--- src/rtl/dog_action_sequencer_if.sv ---
// Interface bundling the run controls, raw buttons, status and display lines
// of the dog action sequencer. The master drives controls; the slave is the block.
interface dog_action_sequencer_if #(
  parameter int unsigned SPD_W = 2,
  parameter int unsigned ACT_W = 3
);
  logic             enable;
  logic             btn_speed_n;
  logic             btn_rst_act;
  logic             one_shot;
  logic [SPD_W-1:0] speed;
  logic [ACT_W-1:0] action;
  logic             act_stb;
  logic             done;
  logic [3:0]       dig_n;
  logic [7:0]       seg_n;

  modport master (
    output enable, btn_speed_n, btn_rst_act, one_shot,
    input  speed, action, act_stb, done, dig_n, seg_n
  );

  modport slave (
    input  enable, btn_speed_n, btn_rst_act, one_shot,
    output speed, action, act_stb, done, dig_n, seg_n
  );
endinterface

--- src/rtl/dog_action_sequencer.sv ---
// Toy-dog action sequencer: debounced speed button, speed-dependent action
// stepping with loop/one-shot modes, pause, and a 4-digit multiplexed display.
// Single clock throughout; slow rates come from clock enables.
module dog_action_sequencer #(
  parameter int unsigned DEB_CYCLES    = 16,
  parameter int unsigned N_SPEEDS      = 4,
  parameter int unsigned BASE_DIV_BITS = 24,
  parameter int unsigned N_ACTIONS     = 8,
  parameter int unsigned SCAN_BITS     = 16
) (
  input logic                   clk,
  input logic                   reset,
  dog_action_sequencer_if.slave bus
);

  localparam int unsigned SPD_W  = (N_SPEEDS > 2) ? $clog2(N_SPEEDS) : 1;
  localparam int unsigned ACT_W  = (N_ACTIONS > 2) ? $clog2(N_ACTIONS) : 1;
  localparam int unsigned DEB_W  = (DEB_CYCLES > 2) ? $clog2(DEB_CYCLES) : 1;
  // Longest period (level 1) is 2^(BASE_DIV_BITS+N_SPEEDS-2) cycles
  localparam int unsigned PER_W  = (BASE_DIV_BITS + N_SPEEDS > 2) ?
                                   (BASE_DIV_BITS + N_SPEEDS - 2) : 1;
  localparam int unsigned SCAN_W = SCAN_BITS + 2;

  localparam logic [SPD_W-1:0] SPD_MAX  = SPD_W'(N_SPEEDS - 1);
  localparam logic [ACT_W-1:0] ACT_LAST = ACT_W'(N_ACTIONS - 1);
  localparam logic [DEB_W-1:0] DEB_LAST = DEB_W'(DEB_CYCLES - 1);
  localparam logic [PER_W-1:0] PER_ONES = '1;

  logic [1:0]       btn_sync, rst_sync, os_sync;
  logic             btn_s, rst_s, os_s, en;
  logic             deb_state, deb_state_d, press;
  logic [DEB_W-1:0] deb_cnt;
  logic [SPD_W-1:0] speed_q, shamt;
  logic [PER_W-1:0] per_cnt, period_m1;
  logic             tick_c;
  logic [ACT_W-1:0] action_q;
  logic             stb_q, done_q;
  logic [SCAN_W-1:0] scan_cnt;
  logic [1:0]       digit_c;
  logic [3:0]       dig_q;
  logic [7:0]       seg_q, seg_c;

  assign btn_s = btn_sync[1];
  assign rst_s = rst_sync[1];
  assign os_s  = os_sync[1];
  assign en    = bus.enable;

  function automatic logic [7:0] hex7(input logic [3:0] v);
    logic [7:0] s;
    unique case (v)
      4'h0: s = 8'hC0;  4'h1: s = 8'hF9;  4'h2: s = 8'hA4;  4'h3: s = 8'hB0;
      4'h4: s = 8'h99;  4'h5: s = 8'h92;  4'h6: s = 8'h82;  4'h7: s = 8'hF8;
      4'h8: s = 8'h80;  4'h9: s = 8'h90;  4'hA: s = 8'h88;  4'hB: s = 8'h83;
      4'hC: s = 8'hC6;  4'hD: s = 8'hA1;  4'hE: s = 8'h86;  4'hF: s = 8'h8E;
    endcase
    return s;
  endfunction

  // Two-flop synchronisers for the asynchronous inputs; never paused
  always_ff @(posedge clk or posedge reset) begin
    if (reset) begin
      btn_sync <= 2'b11;
      rst_sync <= 2'b00;
      os_sync  <= 2'b00;
    end else begin
      btn_sync <= {btn_sync[0], bus.btn_speed_n};
      rst_sync <= {rst_sync[0], bus.btn_rst_act};
      os_sync  <= {os_sync[0],  bus.one_shot};
    end
  end

  // Debouncer; the press pulse is registered once more off the stable state
  always_ff @(posedge clk or posedge reset) begin
    if (reset) begin
      deb_state   <= 1'b1;
      deb_state_d <= 1'b1;
      deb_cnt     <= '0;
      press       <= 1'b0;
    end else if (en) begin
      deb_state_d <= deb_state;
      press       <= deb_state_d & ~deb_state;
      if (btn_s != deb_state) begin
        if (deb_cnt == DEB_LAST) begin
          deb_state <= btn_s;
          deb_cnt   <= '0;
        end else begin
          deb_cnt <= deb_cnt + DEB_W'(1);
        end
      end else begin
        deb_cnt <= '0;
      end
    end
  end

  // Tick when the period counter hits period-1 for the current level
  always_comb begin
    shamt     = speed_q - SPD_W'(1);
    period_m1 = PER_ONES >> shamt;
    tick_c    = en && (speed_q != '0) && (per_cnt == period_m1);
  end

  // Speed level and period counter
  always_ff @(posedge clk or posedge reset) begin
    if (reset) begin
      speed_q <= '0;
      per_cnt <= '0;
    end else if (en) begin
      if (press) speed_q <= (speed_q == SPD_MAX) ? '0 : speed_q + SPD_W'(1);
      if (press || rst_s || (speed_q == '0) || tick_c) per_cnt <= '0;
      else                                              per_cnt <= per_cnt + PER_W'(1);
    end
  end

  // Action stepping, one-shot completion and change strobe
  always_ff @(posedge clk or posedge reset) begin
    if (reset) begin
      action_q <= '0;
      stb_q    <= 1'b0;
      done_q   <= 1'b0;
    end else begin
      stb_q <= 1'b0;
      if (en) begin
        if (rst_s) begin
          action_q <= '0;
          done_q   <= 1'b0;
        end else begin
          if (tick_c) begin
            if (os_s && (action_q == ACT_LAST)) begin
              done_q <= 1'b1;
            end else begin
              action_q <= (action_q == ACT_LAST) ? '0 : action_q + ACT_W'(1);
              stb_q    <= 1'b1;
            end
          end
          if (!os_s) done_q <= 1'b0;
        end
      end
    end
  end

  // Segment pattern for the digit currently selected by the scan counter
  always_comb begin
    digit_c = scan_cnt[SCAN_W-1 -: 2];
    seg_c   = 8'hFF;
    unique case (digit_c)
      2'd0: seg_c = hex7(4'(speed_q));
      2'd1: seg_c = hex7(4'(action_q));
      2'd2: seg_c = done_q ? 8'hA1 : 8'hFF;
      2'd3: seg_c = os_s ? 8'hF9 : 8'hC7;
    endcase
  end

  // Scan counter and registered display drive; blank while paused
  always_ff @(posedge clk or posedge reset) begin
    if (reset) begin
      scan_cnt <= '0;
      dig_q    <= 4'hF;
      seg_q    <= 8'hFF;
    end else if (en) begin
      scan_cnt <= scan_cnt + SCAN_W'(1);
      dig_q    <= ~(4'b0001 << digit_c);
      seg_q    <= seg_c;
    end else begin
      dig_q <= 4'hF;
      seg_q <= 8'hFF;
    end
  end

  assign bus.speed   = speed_q;
  assign bus.action  = action_q;
  assign bus.act_stb = stb_q;
  assign bus.done    = done_q;
  assign bus.dig_n   = dig_q;
  assign bus.seg_n   = seg_q;

endmodule

--- src/flat_wrapper.sv ---
// flat-port wrapper written by rule: the top's interface ports become plain ports
module dog_action_sequencer_flat 
#(
  parameter int unsigned DEB_CYCLES    = 16,
  parameter int unsigned N_SPEEDS      = 4,
  parameter int unsigned BASE_DIV_BITS = 24,
  parameter int unsigned N_ACTIONS     = 8,
  parameter int unsigned SCAN_BITS     = 16
)
  (clk, reset, bus_enable, bus_btn_speed_n, bus_btn_rst_act, bus_one_shot, bus_speed, bus_action, bus_act_stb, bus_done, bus_dig_n, bus_seg_n);
  dog_action_sequencer_if #(.SPD_W(2), .ACT_W(3)) bus_i ();
  input logic clk;
  input logic reset;
  input wire logic [$bits(bus_i.enable)-1:0] bus_enable;
  input wire logic [$bits(bus_i.btn_speed_n)-1:0] bus_btn_speed_n;
  input wire logic [$bits(bus_i.btn_rst_act)-1:0] bus_btn_rst_act;
  input wire logic [$bits(bus_i.one_shot)-1:0] bus_one_shot;
  output wire logic [$bits(bus_i.speed)-1:0] bus_speed;
  output wire logic [$bits(bus_i.action)-1:0] bus_action;
  output wire logic [$bits(bus_i.act_stb)-1:0] bus_act_stb;
  output wire logic [$bits(bus_i.done)-1:0] bus_done;
  output wire logic [$bits(bus_i.dig_n)-1:0] bus_dig_n;
  output wire logic [$bits(bus_i.seg_n)-1:0] bus_seg_n;
  assign bus_i.enable = bus_enable;
  assign bus_i.btn_speed_n = bus_btn_speed_n;
  assign bus_i.btn_rst_act = bus_btn_rst_act;
  assign bus_i.one_shot = bus_one_shot;
  assign bus_speed = bus_i.speed;
  assign bus_action = bus_i.action;
  assign bus_act_stb = bus_i.act_stb;
  assign bus_done = bus_i.done;
  assign bus_dig_n = bus_i.dig_n;
  assign bus_seg_n = bus_i.seg_n;
  dog_action_sequencer #(.DEB_CYCLES(DEB_CYCLES), .N_SPEEDS(N_SPEEDS), .BASE_DIV_BITS(BASE_DIV_BITS), .N_ACTIONS(N_ACTIONS), .SCAN_BITS(SCAN_BITS)) u_core (.clk(clk), .reset(reset), .bus(bus_i));
endmodule
--- config.mk ---
export PLATFORM = sky130hd
export DESIGN_NAME = dog_action_sequencer_flat
export DESIGN_NICKNAME = d
export VERILOG_FILES = /design/src/rtl/dog_action_sequencer_if.sv /design/src/rtl/dog_action_sequencer.sv /design/src/flat_wrapper.sv
export SDC_FILE = /design/constraint.sdc
export NUM_CORES = 1
export LEC_CHECK = 0
export CAP_MARGIN = 20
export CORE_ASPECT_RATIO = 0.6
export CORE_MARGIN = 2
export CORE_UTILIZATION = 50
export CTS_BUF_LIST = sky130_fd_sc_hd__clkbuf_2 sky130_fd_sc_hd__clkbuf_4 sky130_fd_sc_hd__clkbuf_8
export CTS_CLUSTER_DIAMETER = 50
export DETAILED_ROUTE_END_ITERATION = 8
export HOLD_SLACK_MARGIN = 0.05
export PLACE_DENSITY = 0.69
export SYNTH_ARGS = -nofsm -noshare
export SYNTH_HDL_FRONTEND = slang
export SYNTH_SLANG_ARGS = --single-unit
--- constraint.sdc ---
create_clock -name clk -period 3 [get_ports clk]
set_input_delay 0.45 -clock clk [delete_from_list [all_inputs] [get_ports clk]]
set_output_delay 0.45 -clock clk [all_outputs]
set_load 0.02 [all_outputs]
Figure 1. Cells by drive strength (run 1).
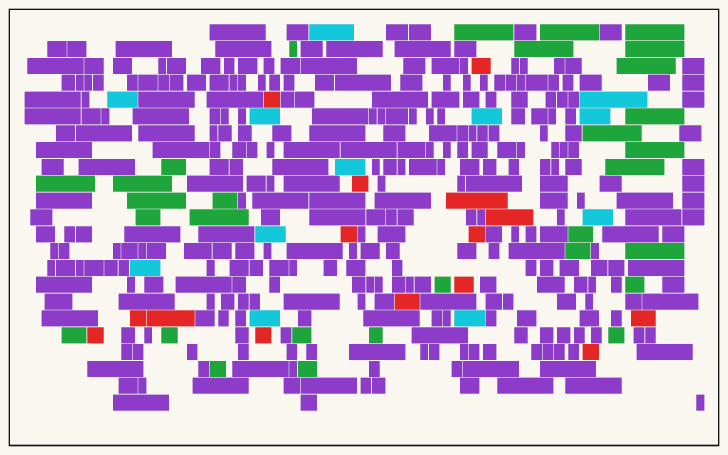
legend:
  purple:
    size: x1 and smaller
    cells: 325
    share: 85%
    most_used: dfrtp_1
  green:
    size: x2
    cells: 30
    share: 7.9%
    most_used: dfstp_2
  red:
    size: x3 and x4
    cells: 15
    share: 3.9%
    most_used: buf_4
  cyan:
    size: x6 and larger
    cells: 12
    share: 3.1%
    most_used: clkbuf_8

Figure 2. Placed standard cells (run 1).
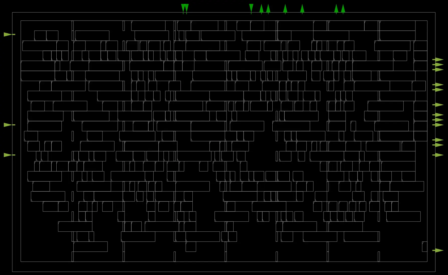
flop count: 75
Final Util: 58.6%
core area: 7180 µm²
Tapcells: 91
fin cells: 473

Figure 3. Nets reached from selected ports (run 1).
Scale bar: 20 µm.
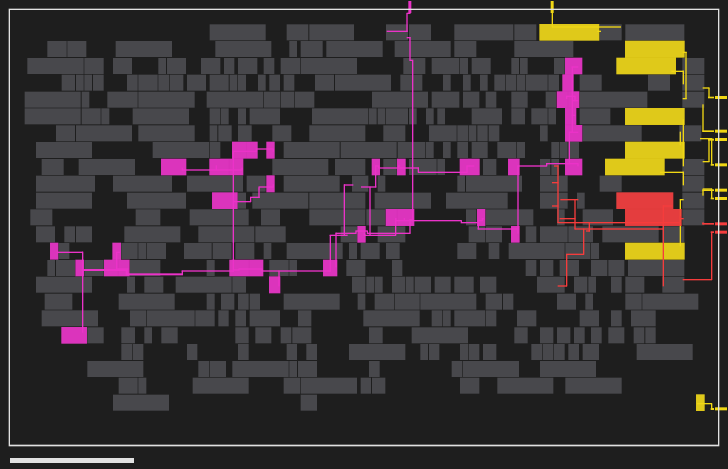
legend:
  yellow:
    port: `bus_seg_n`
    bits: 8
    direction: output
    edge: 7 right, 1 top
    end_cells: 8
    buffers: 7
    wire: 79.0 µm
  magenta:
    port: `bus_enable`
    bits: 1
    direction: input
    edge: top
    end_cells: 34
    buffers: 3
    wire: 296 µm
  red:
    port: `bus_speed`
    bits: 2
    direction: output
    edge: right
    end_cells: 2
    buffers: 2
    wire: 100 µm

==> flow_metrics.py, run 1 <==
# Synthesis and PnR figures
metrics = {
    "outcome": {
        "outcome": "finished clean",
    },
    "detailed_routing": {
        "drt-met1-wl_um": 3670,
        "vias": 2645,
        "drc_errors": 0,
        "drt-total-wl_um": 7000,
        "wl_met2_um": 3010,
        "via_per_inst": 5.59,
        "dr.pass1.iters": 4,
        "ant_nets": 0,
        "post_drt_wl_per_cell_um": 14.8,
    },
    "floorplan": {
        "rows": 24,
        "chip_area_um2": 8040,
        "fp.dieW_um": 114,
    },
    "clock_network": {
        "cts_tree": "built",
        "cts_buffer_depth": 2,
        "cts.sinks": 75,
        "cts_hold_buffers": 0,
        "cts_root_buffer": "clkbuf_8",
        "clk_pin_slew_ps": 80,
    },
    "power": {
        "intPower_mw": 1.59,
        "power_mw": 2.14,
        "p_leak_nw": 1.73,
        "peakVddDrop_mv": 0.443,
        "cellPowerDensity_nw_per_um2": 508,
        "p_sw_mw": 0.550,
        "p_comb_share_pct": 8.9,
        "power_combinational_mw": 0.190,
        "swShare_pct": 25.7,
        "top_power_group": "sequential cells",
        "p_seq_mw": 1.14,
    },
    "final_timing": {
        "finalHoldViolCount": 0,
        "fin_crit_sh_pct": 74.3,
        "hold_ws_ps": 351,
        "setup_viol_count_final": 0,
        "tightest_slew_ps": 515,
        "setup_ws_ps": 771,
        "period_needed_ps": 2230,
        "fin_tns_setup_ps": 0,
        "maxSlewViolCount": 0,
    },
    "synthesis": {
        "ys_sh_mux_pct": 2.67,
        "avgSynthCellArea_um2": 10.4,
        "async_flop_share_pct": 100,
        "ys_seq_share_pct": 51.8,
        "yosys_area_um2": 3660,
        "ys_sh_simple_pct": 20.5,
        "top_cells_by_count": "dfrtp_1 (60), nand2_1 (38), nand3_1 (21), nor2_1 (21), a21oi_1 (20)",
        "synth_cells": 351,
        "synth.most_common_cell": "dfrtp_1",
        "synth.largest_area_cell": "dfrtp_1",
        "ys.warnings.count": 0,
        "xor_share_pct": 6.94,
        "synth_cell_type_count": 51,
        "area_leaders": "dfrtp_1 (41%), dfstp_2 (11%), ha_1 (4.1%), nand2_1 (3.9%), xor2_1 (3.6%)",
        "adder_share_pct": 4.11,
        "syn_area_um2": 3660,
        "synthAoiAreaFrac_pct": 11.1,
        "ys_ff": 75,
    },
    "final_layout": {
        "antenna_cells": 0,
        "seq_area_um2": 1900,
        "final_common_cell": "dfrtp_1",
        "clock_area_share_pct": 4.94,
        "fillers": 637,
        "seq_share_pct": 45.1,
        "nNetsFinal": 395,
        "dominant_cells": "sequential cells",
        "comb_area_share_pct": 39.5,
        "inverters": 11,
        "largest_register_ff_count": 26,
        "layout_top_cells": "dfrtp_1 (60), nand2_1 (38), clkdlybuf4s50_1 (23)",
        "top_register": "u_core.per_cnt",
    },
    "setup_path": {
        "critPathCaptureType": "flip-flop",
        "ff2ff_path_depth": 4,
        "critical_path_class": "input port to flip-flop",
        "path_depth": 5,
        "worst_r2r_endpoint": "u_core.per_cnt[23]$_DFFE_PP0P_",
        "cp_slowest_cell": "or4_1",
        "arrival_ps": 2520,
        "max_stage_delay_ps": 680,
        "crit_required_ps": 3290,
        "crit_path_cell_trace": "clkdlybuf4s50_1 > nand4_1 > or4_1 > or4_4 > a21oi_2",
        "path_delay_family": "simple AND/OR/NAND/NOR gates",
        "critPathBufInv": 1,
        "regToRegStartpoint": "u_core.per_cnt[7]$_DFFE_PP0P_",
        "crit_end": "u_core.per_cnt[23]$_DFFE_PP0P_",
    },
    "hold_path": {
        "min_to": "u_core.rst_sync[1]$_DFF_PP0_",
        "hp-class": "flip-flop to flip-flop",
    },
    "global_route": {
        "grtUsageTotal_pct": 19.1,
        "grtUsageMet3_pct": 5.64,
        "grt_first_pass_wirelength_um": 11900,
        "grt_use_met2_pct": 26.0,
        "antenna_found_initial": 0,
        "grtUsageMet1_pct": 28.6,
        "grt_busiest_layer": "met1",
    },
    "placed_design": {
        "io_buffers": 23,
        "post-place-cells": 457,
        "post-place-ws_ps": 413,
        "post_dp_cell_area_um2": 4000,
    },
    "flow_run": {
        "cap_violations": 0,
        "warnings": 32,
    },
}
Figure 4. Signal wires by layer (run 1).
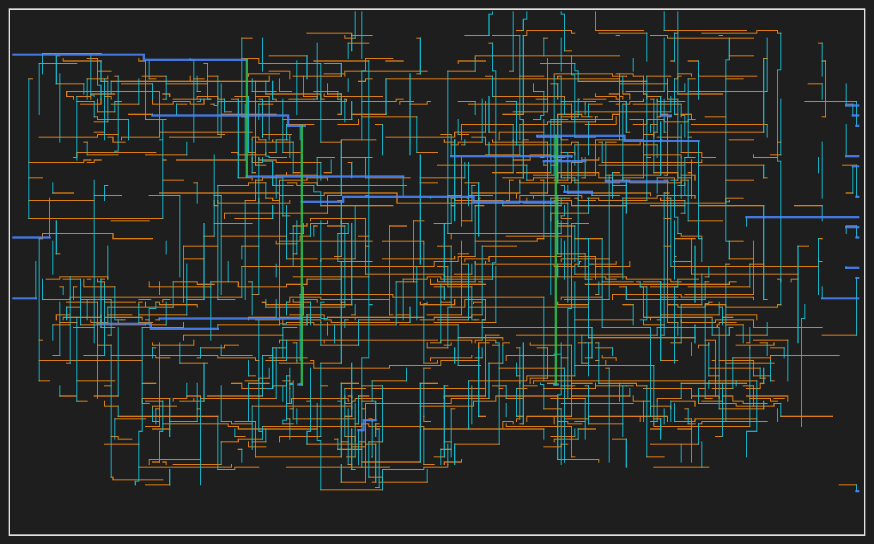

## Run 2: what changed since run 1
PLACE_DENSITY = 0.72   (was 0.69)
clock period = 1.8 ns   (was 3 ns; I/O delays follow)
Figure 5. Signal wires by layer (run 2).
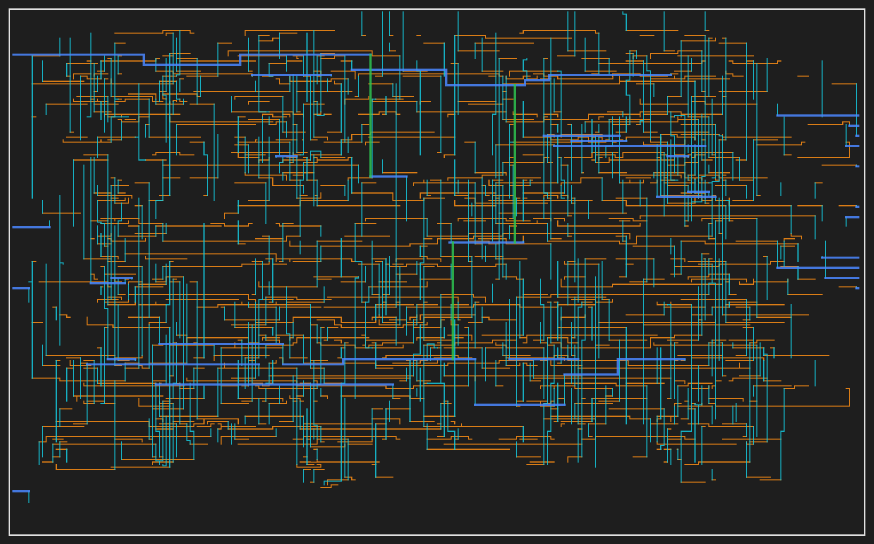
legend:
  blue:
    layer: M3
    wire_length: 369 µm
  orange:
    layer: M1
    wire_length: 3,910 µm
  cyan:
    layer: M2
    wire_length: 3,400 µm
  green:
    layer: M4
    wire_length: 53.0 µm

==> flow_metrics.py, run 2 <==
# Synthesis and PnR figures
metrics = {
    "outcome": {
        "outcome": "finished with violations",
        "violations": "negative setup slack",
    },
    "detailed_routing": {
        "dr.pass1.iters": 4,
        "drc_errors": 0,
        "ant_nets": 0,
        "drt-met1-wl_um": 3910,
        "post_drt_wl_per_cell_um": 14.9,
        "wl_met2_um": 3400,
        "via_per_inst": 5.52,
    },
    "final_timing": {
        "maxSlewViolCount": 0,
        "setup_ws_ps": -100,
        "finalHoldViolCount": 0,
        "hold_ws_ps": 312,
        "fin_tns_setup_ps": -2410,
        "setup_viol_count_final": 31,
    },
    "power": {
        "top_power_group": "sequential cells",
        "power_mw": 3.66,
        "peakVddDrop_mv": 0.573,
        "power_combinational_mw": 0.338,
        "intPower_mw": 2.77,
    },
    "global_route": {
        "antenna_found_initial": 0,
        "grt_busiest_layer": "met1",
        "grt_use_met2_pct": 31.0,
    },
    "final_layout": {
        "layout_top_cells": "dfrtp_1 (58), buf_4 (47), nand2_1 (38)",
        "seq_share_pct": 40.2,
        "seq_area_um2": 1900,
        "final_common_cell": "dfrtp_1",
        "fin_cells": 520,
        "antenna_cells": 0,
        "nNetsFinal": 442,
        "fillers": 559,
    },
    "synthesis": {
        "area_leaders": "dfrtp_1 (41%), dfstp_2 (11%), ha_1 (4.1%), nand2_1 (3.9%), xor2_1 (3.6%)",
        "syn_area_um2": 3660,
        "yosys_area_um2": 3660,
        "synth_cell_type_count": 51,
        "ys_sh_mux_pct": 2.67,
        "ys_sh_simple_pct": 20.5,
        "ys.warnings.count": 0,
        "ys_seq_share_pct": 51.8,
        "synth.most_common_cell": "dfrtp_1",
        "synth.largest_area_cell": "dfrtp_1",
        "synthAoiAreaFrac_pct": 11.1,
        "top_cells_by_count": "dfrtp_1 (60), nand2_1 (38), nand3_1 (21), nor2_1 (21), a21oi_1 (20)",
        "synth_cells": 351,
    },
    "clock_network": {
        "cts_hold_buffers": 0,
        "cts_root_buffer": "clkbuf_8",
        "cts_buffer_depth": 2,
        "cts_tree": "built",
    },
    "setup_path": {
        "path_delay_family": "simple AND/OR/NAND/NOR gates",
        "critical_path_class": "flip-flop to flip-flop",
        "cp_slowest_cell": "or4_4",
        "path_depth": 6,
        "arrival_ps": 2150,
        "crit_path_cell_trace": "ha_2 > nand4_1 > or4_4 > nor3_1 > buf_4 > o2bb2ai_1",
        "max_stage_delay_ps": 610,
        "crit_end": "u_core.per_cnt[1]$_DFFE_PP0P_",
        "crit_required_ps": 2050,
    },
    "floorplan": {
        "chip_area_um2": 8040,
        "rows": 24,
    },
    "placed_design": {
        "post_dp_cell_area_um2": 4380,
        "io_buffers": 23,
        "post-place-ws_ps": -563,
    },
    "flow_run": {
        "warnings": 35,
        "cap_violations": 0,
    },
}
Figure 6. Nets reached from selected ports (run 2).
Scale bar: 20 µm.
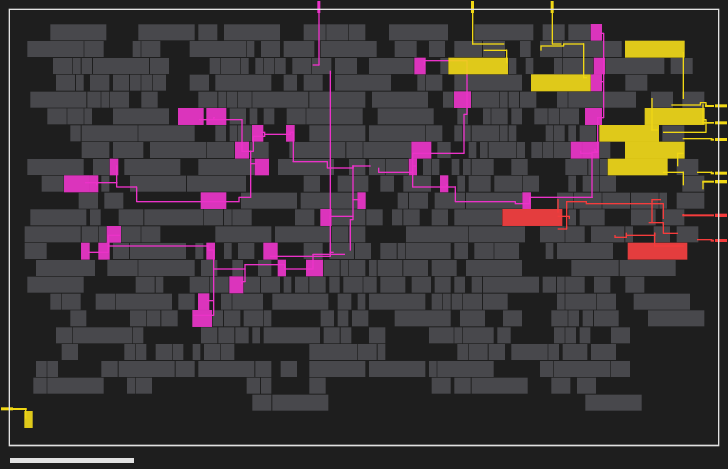

## Run 3: what changed since run 2
CORE_MARGIN = unset   (was 2)
Figure 7. Nets reached from selected ports (run 3).
Scale bar: 20 µm.
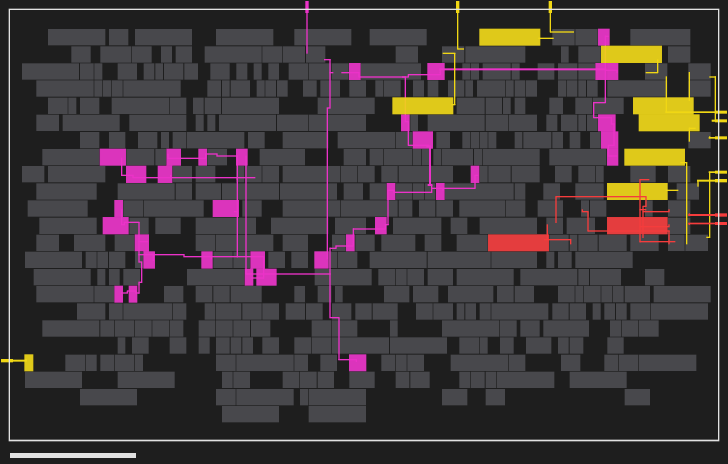
IO Count: 25
IO buf count: 23

==> flow_metrics.py, run 3 <==
# Synthesis and PnR figures
metrics = {
    "final_layout": {
        "largest_register_ff_count": 26,
        "dominant_cells": "sequential cells",
        "seq_cell_count": 75,
        "top_register": "u_core.per_cnt",
        "seq_area_um2": 1900,
        "fillers": 502,
        "seq_share_pct": 39.2,
        "comb_area_share_pct": 37.3,
        "antenna_cells": 0,
        "final_common_cell": "dfrtp_1",
        "clock_area_share_pct": 4.01,
        "fin_util_pct": 70.3,
    },
    "floorplan": {
        "rows": 23,
        "chip_area_um2": 7670,
        "num_tap_cells": 87,
        "fp.dieW_um": 112,
        "coreArea_um2": 6880,
    },
    "power": {
        "power_mw": 3.56,
        "intPower_mw": 2.65,
        "peakVddDrop_mv": 0.558,
        "p_seq_mw": 1.90,
        "swShare_pct": 25.4,
        "top_power_group": "sequential cells",
        "p_comb_share_pct": 10.5,
        "p_sw_mw": 0.905,
        "cellPowerDensity_nw_per_um2": 736,
        "p_leak_nw": 2.08,
    },
    "setup_path": {
        "critical_path_class": "flip-flop to flip-flop",
        "path_delay_family": "simple AND/OR/NAND/NOR gates",
        "crit_required_ps": 2080,
        "worst_r2r_endpoint": "u_core.bus.action[0]$_DFFE_PP0P_",
        "arrival_ps": 2230,
        "path_depth": 6,
        "ff2ff_path_depth": 6,
        "crit_path_cell_trace": "nand4_4 > or4_4 > buf_6 > nor4_4 > buf_4 > mux2i_1",
        "crit_end": "u_core.bus.action[0]$_DFFE_PP0P_",
        "max_stage_delay_ps": 630,
        "critPathBufInv": 2,
        "regToRegStartpoint": "u_core.per_cnt[9]$_DFFE_PP0P_",
    },
    "synthesis": {
        "top_cells_by_count": "dfrtp_1 (60), nand2_1 (38), nand3_1 (21), nor2_1 (21), a21oi_1 (20)",
        "ys_sh_simple_pct": 20.5,
        "synth_cells": 351,
        "async_flop_share_pct": 100,
        "synth_cell_type_count": 51,
        "synth.most_common_cell": "dfrtp_1",
        "xor_share_pct": 6.94,
        "synthAoiAreaFrac_pct": 11.1,
        "ys_ff": 75,
        "avgSynthCellArea_um2": 10.4,
        "synth.largest_area_cell": "dfrtp_1",
        "syn_area_um2": 3660,
        "adder_share_pct": 4.11,
        "ys.warnings.count": 0,
        "ys_sh_mux_pct": 2.67,
        "ys_seq_share_pct": 51.8,
    },
    "detailed_routing": {
        "ant_nets": 0,
        "dr.pass1.iters": 4,
        "drc_errors": 0,
        "vias": 2893,
        "wl_met2_um": 3550,
        "drt-met1-wl_um": 4000,
        "via_per_inst": 5.55,
        "post_drt_wl_per_cell_um": 15.4,
    },
    "flow_run": {
        "warnings": 35,
        "cap_violations": 0,
    },
    "clock_network": {
        "clk_pin_slew_ps": 80,
        "cts.sinks": 75,
        "cts_buffer_depth": 2,
        "cts_hold_buffers": 0,
    },
    "final_timing": {
        "setup_ws_ps": -148,
        "period_needed_ps": 1950,
        "fin_crit_sh_pct": 108,
        "maxSlewViolCount": 0,
        "finalHoldViolCount": 0,
        "hold_ws_ps": 324,
        "fin_tns_setup_ps": -2810,
        "setup_viol_count_final": 28,
    },
    "outcome": {
        "outcome": "finished with violations",
        "violations": "negative setup slack",
    },
    "global_route": {
        "grt_busiest_layer": "met2",
        "antenna_found_initial": 0,
        "grtUsageMet3_pct": 6.47,
        "grtUsageTotal_pct": 22.8,
        "grtUsageMet1_pct": 30.7,
        "grt_use_met2_pct": 35.8,
        "grt_first_pass_wirelength_um": 13200,
    },
    "placed_design": {
        "post_dp_cell_area_um2": 4410,
        "post-place-ws_ps": -573,
        "post-place-cells": 497,
    },
    "hold_path": {
        "hold_depth": 1,
    },
}
Power is estimated from default activity; no workload was simulated.
